Design disp_row_scan, sky130hd; sources not shown.
==> run_1/met3.png <==
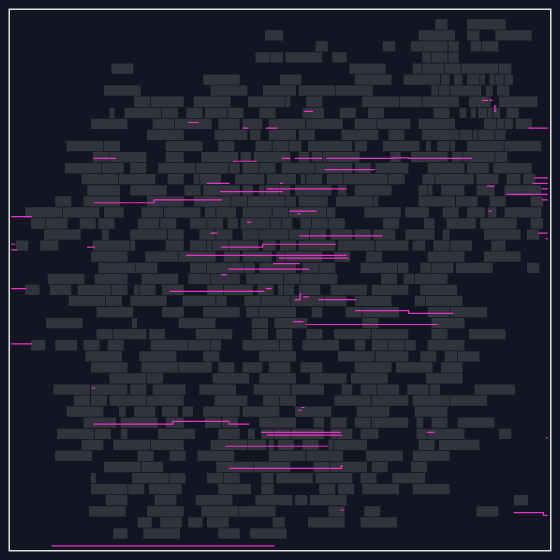
43 nets have wire on it. The wires run mostly horizontal. The layer carries 625 um of wire. The longest straight run is 54.5 um. The layer holds 3.8% of the routed length.
met3 GRT Util: 4.44%
drt total wl: 16.5 mm
via count: 4112

==> run_1/drive_strength.png <==
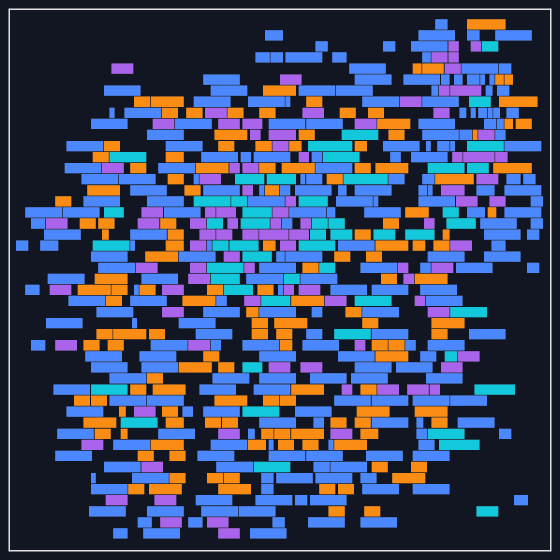
drive 2: marked orange, cells 142. drive 6 and up: marked cyan, cells 51. drive 3 to 4: marked purple, cells 92. drive 1 or less: marked blue, cells 245.
final worst slack: -0.122 ns
post-route cell area: 0.00884 mm2
Non-Clock Buffer Count: 87

==> run_1/clock_map.png <==
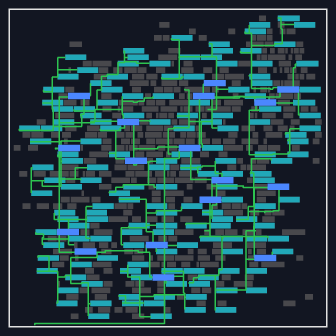
cells driving clock nets: marked blue, count 17. clock wires: marked green, length 1910 um. flip-flops: marked cyan, count 153.
Position of the flops: spread over the die. There are 18 routed clock nets.
Power Clock: 3.97 mW
Latency at later pin: 0.43 ns

==> impl_metrics.toml, run 1 <==
# physical design summary
[synthesis]
yosysWarningCount = 0
topCombFamilyByArea = "multiplexers"
synth_seq_share_pct = 56.0
yosysCellCount = 436
async_flop_share_pct = 100
ys_sh_xor_pct = 1.39
synthAoiAreaFrac_pct = 2.60
syn_area_mm2 = 0.00683
synth-main-ff-cell = "dfrtp_1"
mux_share_pct = 32.4
syn_inst = 436
edf_count = 0
synthAdderAreaFrac_pct = 0.549
syn_area_per_cell_um2 = 15.7

[final_timing]
report.final.slew_viol_count = 0
hold_viol = 0
rsz0062_at_grt = "yes"
worst_pin_slew_ns = 0.836
finClkSkew_ns = 0.00648
layout_setup_ws_ns = -0.122
finalSetupViolCount = 92
slew_headroom_pct = 44.1

[pwr]
powerDensity_mw_per_mm2 = 1030
leakage_nw = 3.99

[clock_network]
clockBufferDepth = 2
cts_tree = "yes"
cts_resized = 83
h-tree-depth = 4
cts_buffers = 17

[layout]
antenna-diode-count = 0
syn_to_final_growth_pct = 29.4
most-common-layout-cells = "dfrtp_1 (149), mux2_2 (80), mux2_4 (43)"
largest_register_ffs = 128
nNetsFinal = 535
drive_gt1_share_pct = 53.8
utilization_pct = 53.1
final_cells = 750

[placed_design]
io_buffers = 28

[flow_run]
maxCapViolCount = 0

[floorplanning]
fp_util_pct = 41.1
chip_area_mm2 = 0.0176
die_w_um = 133
core_mm2 = 0.0166
die_h_um = 133

[global_route]
grt_pass1_wl_mm = 26.3
grt_use_met1_pct = 28.2
grt_busiest_layer = "met2"
antenna_found_initial = 0

[outcome]
status = "finished, violations left"
violations = "negative setup slack"

[drt]
met1_length_mm = 7.51
ant_nets = 0
wl_per_cell_um = 22.0
drtIter0Drc = 244
wl_met3_um = 625
viasPerCell = 5.48

[hold_path]
hp-class = "in -> async"

[critical_path]
critPathCaptureType = "register"
critPathRequiredTime_ns = 1.90
r2r_cells = 6
critPathArrivalTime_ns = 2.03
worstSetupPathType = "reg -> reg"
==> run 1: critical path: stages (launching register included) <==
cell,delay (ns)
dfrtp_1,0.35
ha_2,0.17
or3b_4,0.42
o31a_1,0.29
a21oi_4,0.14
buf_12,0.16
a21oi_1,0.05
==> run 1: cell usage after synthesis, types with 5 or more instances <==
library cell,count,share of area [%]
mux4_2,32,11
a22oi_1,16,1.8
mux2_2,115,19
xnor2_1,5,0.64
nor2_2,9,0.82
a21oi_1,8,0.59
dfrtp_1,153,56
mux2_4,8,1.8
nor2_1,10,0.55
mux2_1,7,1.2
clkbuf_1,8,0.44
buf_2,7,0.51
==> run 1: report_power, final <==
group          switching [mW]  leakage [nW]  total (mW)  internal, mW
clock network            1.60         0.271        3.97          2.37
registers               0.185          1.99        4.41          4.23
logic                   0.297          1.73       0.752         0.455
==> run 1: area by class of cell <==
| cell class | count | area, um2 |
|---|---|---|
| sequential | 153 | 3830 |
| timing repair buffer | 62 | 723 |
| buffer | 25 | 210 |
| clock buffer | 21 | 460 |
| tap | 220 | 275 |
| inverter | 3 | 11.3 |
| fill | 1324 | 7800 |
| clock inverter | 11 | 121 |
| multi-input combinational | 255 | 3210 |
==> run 1: metrics by stage <==
step / setup WS [ns] / power, mW / setup TNS, ns / hold WS (ns) / cell area (um2)
finish: -0.122 / 9.13 / -5.30 / 0.332 / 8840
global route: -0.176 / 9.50 / -9.22 / 0.340 / 8840
CTS: -0.187 / 9.14 / -3.97 / 0.328 / 8660
detailed placement: -0.706 / 5.05 / -78.94 / 0.178 / 7470
global placement: -5.76 / 4.98 / -951.65 / 0.471 / 7410
floorplan: -0.0420 / 4.77 / -0.184 / 0.0244 / 6860
==> run 1 -> run 2 <==
==> constraint.sdc (replaced) <==
create_clock -name clk -period 1.6 [get_ports clk]
set_input_delay 0.24 -clock clk [delete_from_list [all_inputs] [get_ports clk]]
set_output_delay 0.24 -clock clk [all_outputs]
set_load 0.02 [all_outputs]
==> run_2/gate_families.png <==
Scale bar: 50 um.
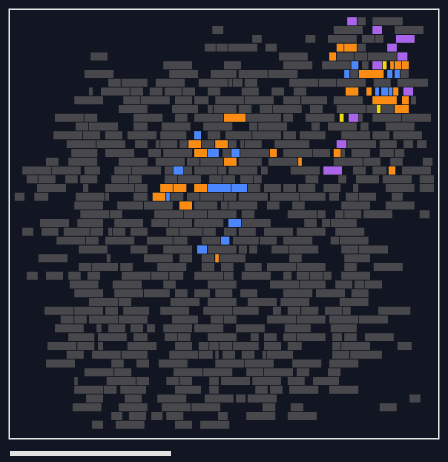
XOR/XNOR gates: marked purple, cells 10, where upper right. inverters: marked yellow, cells 3. NAND gates: marked blue, cells 17. NOR gates: marked orange, cells 28.
logic share of the area: 36.8%
most frequent logic cell in the layout: dfrtp_1

==> run 2 against run 1 <==
Compared with the run above: synthesized cell count stayed put; critical endpoint is now col_data[1]$_DFF_PN0_; clock skew about the same; total power down 0.15%; register-to-register slack lost 0.02 ns; area after synthesis stayed put; via count is 0.61% lower; core utilization is 0.36 points higher; setup slack got worse by 0.019 ns; first-iteration DRC count increased by 5.7%; wire length fell by 0.16%; critical path depth unchanged; the flow still finishes with violations (negative setup slack); combinational power down 0.7%.
==> impl_metrics.toml, run 2 <==
# physical design summary
[critical_path]
worstSetupPathType = "reg -> reg"
critPathRequiredTime_ns = 1.90
critPathCaptureType = "register"
path_cells = "ha_2 > or3b_4 > o31a_1 > a21oi_4 > buf_12 > a21oi_2"
critPathSlowestCell = "or3b_4"
path_buffers = 1
r2r_cells = 6
critPathArrivalTime_ns = 2.04
cp_slowest_stage_delay_ns = 0.42
cp.depth = 6
cp_top_family = "AND-OR/OR-AND gates"

[pwr]
leakage_nw = 4.03
power_mw = 9.12
powerDensity_mw_per_mm2 = 1020

[final_timing]
holdWs_ns = 0.252
rsz0062_at_grt = "yes"
slew_headroom_pct = 41.7
finalSetupViolCount = 62
report.final.slew_viol_count = 0
layout_setup_ws_ns = -0.141
hold_viol = 0
worst_pin_slew_ns = 0.872

[drt]
vias = 4087
ant_nets = 0
drc = 0
drtIter0Drc = 258
drt_wl_total_mm = 16.5
viasPerCell = 5.46
wl_per_cell_um = 22.0

[synthesis]
top_cell = "dfrtp_1"
synth-main-ff-cell = "dfrtp_1"
syn_area_mm2 = 0.00683
yosysWarningCount = 0
ys_sh_xor_pct = 1.39
syn_area_per_cell_um2 = 15.7
top_area_share_pct = 56.0
synth_seq_share_pct = 56.0
topCellsByArea = "dfrtp_1 (56%), mux2_2 (19%), mux4_2 (11%)"
edf_count = 0
netlist_top_cells_count = "dfrtp_1 (153), mux2_2 (115), mux4_2 (32)"
async_flop_share_pct = 100
syn_inst = 436
topCombFamilyByArea = "multiplexers"
synthAdderAreaFrac_pct = 0.549
synthAoiAreaFrac_pct = 2.60
yosysCellCount = 436
top_area_cell = "dfrtp_1"
mux_share_pct = 32.4

[floorplanning]
core_mm2 = 0.0166
fp_util_pct = 41.1
chip_area_mm2 = 0.0176
die_h_um = 133
die_w_um = 133
pin_count = 29

[clock_network]
h-tree-depth = 4
cts-root-buf = "clkbuf_16"
cts_setup_buffers = 24
cts_buffers = 17
cts_tree = "yes"
cts_resized = 65
clockBufferDepth = 2
insertion_delay_ns = 0.43

[layout]
syn_to_final_growth_pct = 30.3
drive_gt1_share_pct = 56.0
largest_register_ffs = 128
nNetsFinal = 534
most-common-layout-cells = "dfrtp_1 (151), mux2_2 (77), mux2_4 (53)"

[global_route]
antenna_found_initial = 0
grt_usage_pct = 20.3
grt_pass1_wl_mm = 26.0
grt_max_degree = 67

[outcome]
status = "finished, violations left"
violations = "negative setup slack"

[flow_run]
warning_count = 29
maxCapViolCount = 0

[placed_design]
io_buffers = 28

[hold_path]
hp-class = "in -> async"
==> run_2/clock_map.png <==
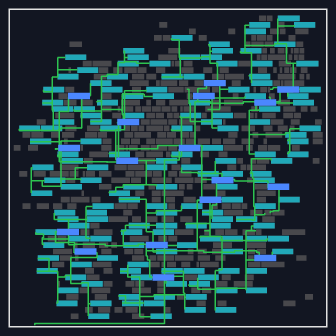
clock wires: marked green, length 1930 um. cells driving clock nets: marked blue, count 17. flip-flops: marked cyan, count 153.
There are 18 routed clock nets.
Power Clock: 3.96 mW
Worst Skew: 0.00667 ns
Clk network pwr share: 43.5%

-- run 2: netlist changes by cell type in the layout (fill, tap and decap cells not counted), sizes merged --
cell | previous run | this run
buf | 51 | 49
clkdlybuf4s15 | 2 | 0
clkdlybuf4s50 | 9 | 11
dlymetal6s2s | 2 | 4
clkbuf | 29 | 31
dlygate4sd2 | 14 | 11
-- run 2: cell type report --
type | instances | area (um2)
multi-input cells | 255 | 3270
repair buffers | 62 | 737
flip-flops and latches | 153 | 3830
clock inverters | 11 | 121
clock buffers | 21 | 460
well taps | 220 | 275
fillers | 1309 | 7740
inverters | 3 | 11.3
plain buffers | 24 | 191
-- run 2: worst register-to-register path: stages, from the launching register on --
cell and delay (ns):
dfrtp_1 0.36, ha_2 0.18, or3b_4 0.42, o31a_1 0.29
a21oi_4 0.14, buf_12 0.17, a21oi_2 0.06
-- run 2: through the flow --
step / util, % / instances / instance area [um2] / setup slack (ns) / setup TNS [ns]
3_5_place_dp: 44.9 / 686 / 7470 / -0.626 / -68.70
3_3_place_gp: 44.5 / 684 / 7410 / -5.68 / -929.17
4_1_cts: 51.2 / 744 / 8520 / -0.248 / -6.23
5_1_grt: 53.5 / 749 / 8900 / -0.172 / -7.47
2_1_floorplan: - / 436 / 6860 / -0.0420 / -0.184
6_report: 53.5 / 749 / 8900 / -0.141 / -3.52
-- run 2: layer usage --
| layer | wire [um] | vias up | GRT usage, % |
|---|---|---|---|
| met1 | 7430 | 2186 | 27.7 |
| met4 | 362 | 0 | 9.51 |
| met2 | 7980 | 88 | 30.7 |
| li1 | - | 1786 | - |
| met3 | 736 | 27 | 4.75 |
| met5 | 0 | - | 0 |
-- run 2: where the power goes --
part           switching [mW]  internal [mW]
Combinational           0.296          0.451
Clock                    1.59           2.37
Sequential              0.183           4.23
Total                    2.07           7.05
No activity file was given, so power comes from the tool's default toggle rates.
